==> config.mk <==
export PLATFORM = sky130hd
export DESIGN_NAME = readout_sequencer
export DESIGN_NICKNAME = d
export VERILOG_FILES = /design/src/rtl/psec5_readout_pkg.sv /design/src/rtl/next_chan_finder.sv /design/src/rtl/readout_sequencer.sv
export SDC_FILE = /design/constraint.sdc
export NUM_CORES = 1
export LEC_CHECK = 0
export CAP_MARGIN = 25
export CORE_AREA = 2 2 48 83
export CTS_CLUSTER_SIZE = 24
export DETAILED_ROUTE_END_ITERATION = 16
export DIE_AREA = 0 0 50 85
export PLACE_DENSITY_LB_ADDON = 0.1
export SETUP_SLACK_MARGIN = 0.1
export SLEW_MARGIN = 20
export SYNTH_ARGS = -nofsm -noshare
export SYNTH_HDL_FRONTEND = slang
export SYNTH_HIERARCHICAL = 1
export SYNTH_SLANG_ARGS = --single-unit
==> constraint.sdc <==
create_clock -name clk -period 2.5 [get_ports clk]
set_clock_uncertainty 0.1 [all_clocks]
set_input_delay 0.375 -clock clk [delete_from_list [all_inputs] [get_ports clk]]
set_output_delay 0.375 -clock clk [all_outputs]
set_load 0.01 [all_outputs]
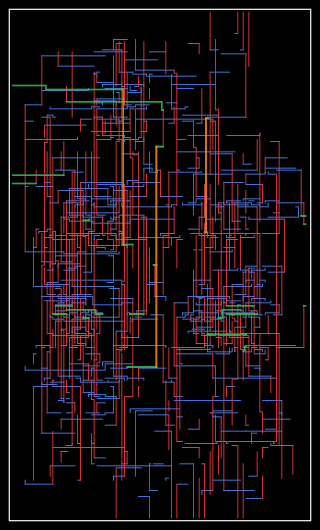
Run 1: wiring by layer
Scale: 6 px per µm.
M3: shown in green, wire length 96.5 µm. M1: shown in blue, wire length 1,390 µm. M4: shown in orange, wire length 81.6 µm. M2: shown in red, wire length 2,260 µm.
Total GRT Usage: 0.194
post-DR wirelength/cell: 14.8 µm
WL final: 3830 µm
Vias: 1,426

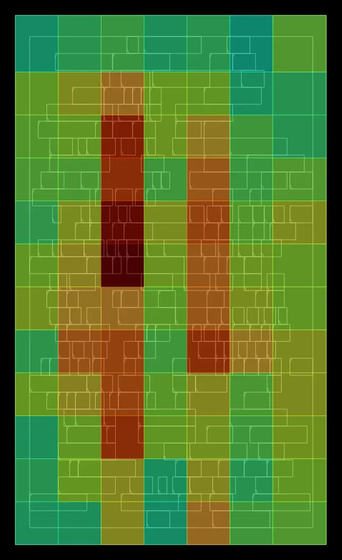
Run 1: routing congestion map
met3 usage: 0.0317
Most Crowded Layer GR: met2
GR Util met2: 0.372
GR Util met1: 0.187

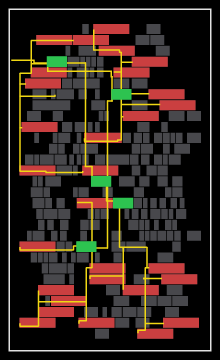
Run 1: clock network drawn from the DEF
Scale: 4 px per µm.
flip-flops: shown in red, count 29. clock wires: shown in yellow, length 433 µm. clock-net drivers: shown in green, count 5.
There are 6 routed clock nets. Position of the flops: widely spread.
Clock Power: 385 µW
Clk network pwr share: 0.183
worst skew pair latency: 0.27 ns

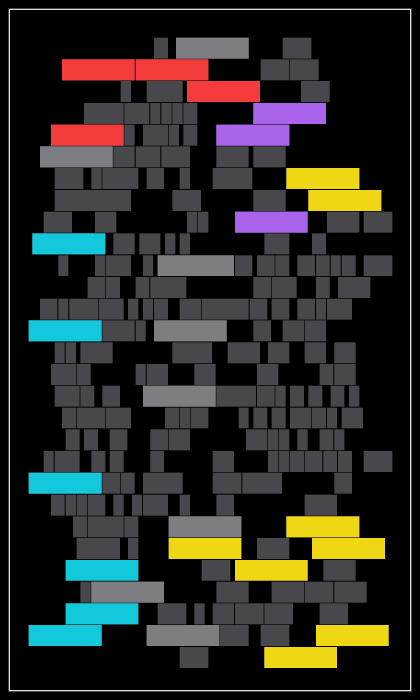
Run 1: sequential cells colored by netlist name
Scale: 8 px per µm.
`select_reg`: shown in purple, placed flops 3. `settle_q`: shown in red, placed flops 4. `bit_q`: shown in cyan, placed flops 6. `mask_q`: shown in yellow, placed flops 8.
final core utilization: 0.584
Seq/total area: 0.346
Seq power: 803 µW
Register Area: 727 µm²

==> GITHUB_STEP_SUMMARY, run 1 <==
### Flow metrics

| Metric | Value |
|---|---|
| Flops & latches, synth | 29 |
| Most frequent cells after synthesis | dfrtp_1, nor2_1, a21oi_1 |
| N_diodes | 0 |
| Site Rows | 29 |
| Cell Area, Placed | 2000 µm² |
| Status | completed |
| Logic share of the area | 0.442 |
| Buffer share of cell area | 0.127 |
| Final setup fails | 0 |
| Die extent in x | 50 µm |
| Tapcells | 46 |
| Most frequent cell after synthesis | dfrtp_1 |
| Simple-gate portion of the synthesized area | 0.241 |
| Seq/Total Area, Yosys | 0.428 |
| Met2 wire len | 2260 µm |
| Max-cap viol count | 0 |
| Hold Slack | 0.378 ns |
| GP Congestion | 0.838 |
| Logic area | 927 µm² |
| PD cells | 1010 nW/µm² |
| Dominant comb cell | simple AND/OR/NAND/NOR gates |
| Setup WS post-layout | 0.190 ns |
| Synth async-reset ratio | 1.00 |
| Number of OpenROAD warnings | 27 |
| Register-to-register setup slack | 0.19 ns |
| Total negative setup slack | 0 ns |
| Most frequent cells in the layout | dfrtp_1, nor2_1, clkdlybuf4s50_1 |
| Core ar. | 3590 µm² |
| Hold Crit Class | primary input to async pin |
| DRC | 0 |
| Reg clk slew, reported paths | 0.06 ns |
| Fillers | 326 |
| Area fraction in xor and xnor cells | 0.0207 |
| Ys Warns | 6 |
| CTS max path bufs | 2 |
| Routed met3 length | 96 µm |
| Post-route insts no fill | 258 |
| Biggest Area Class | logic gates |
| Worst Tran Pin Value | 0.431 ns |
| Reg2Reg Depth | 9 |
| Clock buffer cells | 7 |
| Die Area | 4250 µm² |
| Syn nets | 196 |
| Critical path class | register to register |
| DRT Pass-1 Iters | 6 |
| Commonest Layout Cell | dfrtp_1 |
| Die height | 85 µm |
| DR vias/cell | 5.53 |
| Initial Utilization | 0.472 |
| Post-route cell area | 2100 µm² |
| DRT antenna net count | 0 |
| Cell area leaders | dfrtp_1, mux2_2, nor2_1, a21oi_1, nor2b_1 |
| RSZ-0062 raised after global routing | false |
[run 1: worst max-delay path, cell delays in order, from the launching register on]
cell	delay [ns]
dfrtp_2	0.46
nor3_4	0.30
buf_6	0.17
a21boi_0	0.10
o31ai_1	0.22
o21ai_1	0.12
and2_1	0.19
nand2_2	0.10
nand3_2	0.14
mux2_2	0.30
[run 1: repair_timing]
action,in CTS,in global routing
endpoints found under the setup margin,3,5
gates resized,1,4
pin swaps,0,2
hold buffers,0,0
endpoints found under the hold margin,0,0
[run 1: power breakdown]
| group | internal (µW) | switching (µW) |
|---|---|---|
| Sequential | 635 | 169 |
| Combinational | 464 | 457 |
| Clock | 218 | 168 |
| Total | 1320 | 793 |
Run 1, layout detail:
Window x 28 to 48, y 11 to 31 µm. Cells in gray, sequential cells in the stronger gray; small squares are vias.
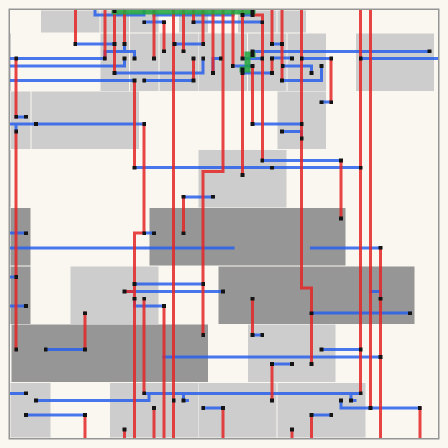

--- run 2 (diff from run 1) ---
--- a/config.mk
+++ b/config.mk
@@ -5,11 +5,12 @@
 export SDC_FILE = /design/constraint.sdc
 export NUM_CORES = 1
 export LEC_CHECK = 0
+export ABC_AREA = 1
 export CAP_MARGIN = 25
-export CORE_AREA = 2 2 48 83
+export CORE_AREA = 2 2 47 82
 export CTS_CLUSTER_SIZE = 24
 export DETAILED_ROUTE_END_ITERATION = 16
-export DIE_AREA = 0 0 50 85
+export DIE_AREA = 0 0 49 84
 export PLACE_DENSITY_LB_ADDON = 0.1
 export SETUP_SLACK_MARGIN = 0.1
 export SLEW_MARGIN = 20
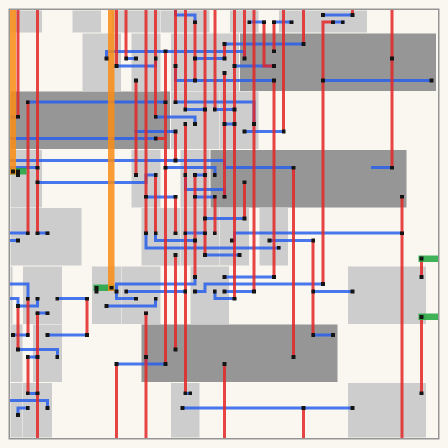
Run 2: layout detail
Window x 27 to 47, y 11 to 31 µm. Cells in gray, sequential cells in the stronger gray; small squares are vias.
M1: shown in blue. M2: shown in red. M3: shown in green. M4: shown in orange.
26 logic cells have their middle in the window. Most frequent: nand2_1 (4), o21ai_0 (4), dfrtp_1 (4). Sequential cells in the window: 4.

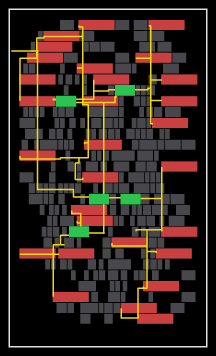
Run 2: clock network drawn from the DEF
Scale: 4 px per µm.
flip-flops: shown in red, count 29. clock wires: shown in yellow, length 399 µm. clock-net drivers: shown in green, count 5.
There are 6 routed clock nets.
Clock Power: 377 µW
worst skew pair latency: 0.28 ns

==> run 2 against run 1 <==
Synthesized cell count increased by 18%. Wire length increased by 2.1%. Sequential power decreased by 7.5%. Worst setup slack improved by 0.0052 ns. Maximum frequency increased by 0.23%. Synthesized area decreased by 0.66%. Worst hold slack got worse by 0.018 ns. Largest cell class unchanged.
==> GITHUB_STEP_SUMMARY, run 2 <==
### Flow metrics

| Metric | Value |
|---|---|
| Routed met3 length | 81 µm (-16%) |
| Post-CTS Hold Buffers | 0 (unchanged) |
| Seq/Total Area, Yosys | 0.431 (+0.00286) |
| Post-DR wirelength/cell | 13.3 µm (-11%) |
| N_diodes | 0 (unchanged) |
| Hold Crit Class | primary input to async pin |
| CTS max path bufs | 2 (unchanged) |
| Die extent in x | 49 µm (-2.0%) |
| CTS resizes | 0 (-1) |
| Worst-path fanout max | 7 |
| DRT Pass-1 Iters | 4 (-2) |
| Die Area | 4120 µm² (-3.2%) |
| Internal Pwr Total | 1220 µW (-7.2%) |
| Dominant comb cell | simple AND/OR/NAND/NOR gates |
| Logic pwr share | 0.456 (+0.019) |
| Comb_multi_in | 153 |
| Register-to-register setup slack | 0.19 ns (about the same) |
| Syn nets | 228 (+16%) |
| Vias | 1,495 (+4.8%) |
| Area fraction in xor and xnor cells | 0.00520 (-0.0155) |
| Met2 wire len | 2360 µm (+4.4%) |
| Logic area | 872 µm² (-5.9%) |
| Logic share of the area | 0.411 (-0.0309) |
| Sequential fraction of design power | 0.361 (-0.020) |
| Most frequent cell after synthesis | nand2_1 |
| Critical path class | register to register |
| CP peak stage delay | 0.46 ns (about the same) |
| Register Area | 727 µm² (unchanged) |
| Simple-gate portion of the synthesized area | 0.338 (+0.0967) |
| Cell Area, Placed | 1940 µm² (-3.0%) |
| Worst slew margin | 0.751 |
| GR Util met2 | 0.401 (+0.0290) |
| Clk network pwr share | 0.183 (about the same) |
| Total GRT Usage | 0.210 (+0.0161) |
| Seq/total area | 0.343 (-0.00388) |
| Crit path buf inv count | 2 (+1) |
| GR Util met1 | 0.208 (+0.0215) |
| Most frequent cells after synthesis | nand2_1, inv_1, dfrtp_1 |
| Setup WS post-layout | 0.195 ns (+0.00524 ns) |
| PD cells | 970 nW/µm² (-3.5%) |
| Reg clk slew, reported paths | 0.07 ns (about the same) |
| DRT antenna net count | 0 (unchanged) |
| Cell area leaders | dfrtp_1, nand2_1, inv_1, nand3_1, nor2_1 |
| Initial Utilization | 0.478 (+0.00653) |
| Core ar. | 3520 µm² (-2.0%) |
| Met3 usage | 0.0358 (+0.00415) |
| Die height | 84 µm (-1.2%) |
| Worst path arrival time | 2.41 ns |
| Synth async-reset ratio | 1.00 (unchanged) |
| Flops & latches, synth | 29 (unchanged) |
| Post-route insts no fill | 295 (+14%) |
| Ys Warns | 6 (unchanged) |
| Crit path max-delay cell type | dfrtp_2 |
| RSZ-0062 raised after global routing | false |
| Tot Pwr | 2060 µW |
| Hold Slack | 0.360 ns (-0.0175 ns) |
| Most frequent cells in the layout | nand2_1, inv_1, dfrtp_1 |
| Delay-heaviest family, CP | simple AND/OR/NAND/NOR gates |
| Final core utilization | 0.603 (+0.0188) |
| Commonest Layout Cell | nand2_1 |
| GP Congestion | 0.833 (-0.60%) |
| Biggest Area Class | logic gates |
| Psw | 838 µW (+5.7%) |
| Total negative setup slack | 0 ns (unchanged) |
| Post-route cell area | 2120 µm² (+1.1%) |
| Buffer share of cell area | 0.124 (-0.00319) |
| Clock buffer cells | 5 (-2) |
| Final setup fails | 0 (unchanged) |
| Critical path depth | 13 (+4) |
| Mux share | 0.0535 |
| Crit-path cells | nor3_4 > buf_4 > nor2_2 > nor2_2 > nand3_1 > nand2_2 > nor2_1 > nand2_2 > nand2_2 > a21oi_4 > buf_4 > nand2_1 > o21ai_0 |
| Site Rows | 29 (unchanged) |
| Status | completed |
| Critical Path Most Common Cell | nand2_2 |
| DR vias/cell | 5.07 (-8.3%) |
| DRC | 0 (unchanged) |
| Number of OpenROAD warnings | 27 (unchanged) |
| Reg2Reg Depth | 13 (+4) |
| Worst Tran Pin Value | 0.373 ns (-0.0577 ns) |
| Most Crowded Layer GR | met2 |
| Net Sw Frac | 0.407 (+0.0310) |
| Fillers | 334 (+2.5%) |
| Max-cap viol count | 0 (unchanged) |
| Tapcells | 46 (unchanged) |
## run 2: netlist changes by cell type after synthesis, moves of 7 or more
cell	before	now
nand2_1	13	54
inv_1	9	30
nor2b_1	9	0
a21oi_1	15	3
nand2_2	0	7
nand3_1	9	22
## run 2: kinds of logic (layout without fill, tap and decap cells)
| logic type | after synthesis | in the layout |
|---|---|---|
| multiplexers | 8 | 8 |
| AND-OR/OR-AND | 20 | 20 |
| adder cells (fa/ha/maj) | 3 | 3 |
| flip-flops | 29 | 29 |
| XOR/XNOR | 1 | 1 |
| AND/OR/NAND/NOR | 121 | 121 |
| buffers and inverters | 31 | 67 |
## run 2: power groups by stage
stage,clock (µW),combinational (µW),sequential (µW)
CTS,385,831,743
detailed placement,0,828,751
floorplan,0,600,727
global placement,0,823,747
finish,377,939,743
global route,403,1040,764
Power and IR drop assume default switching activity.
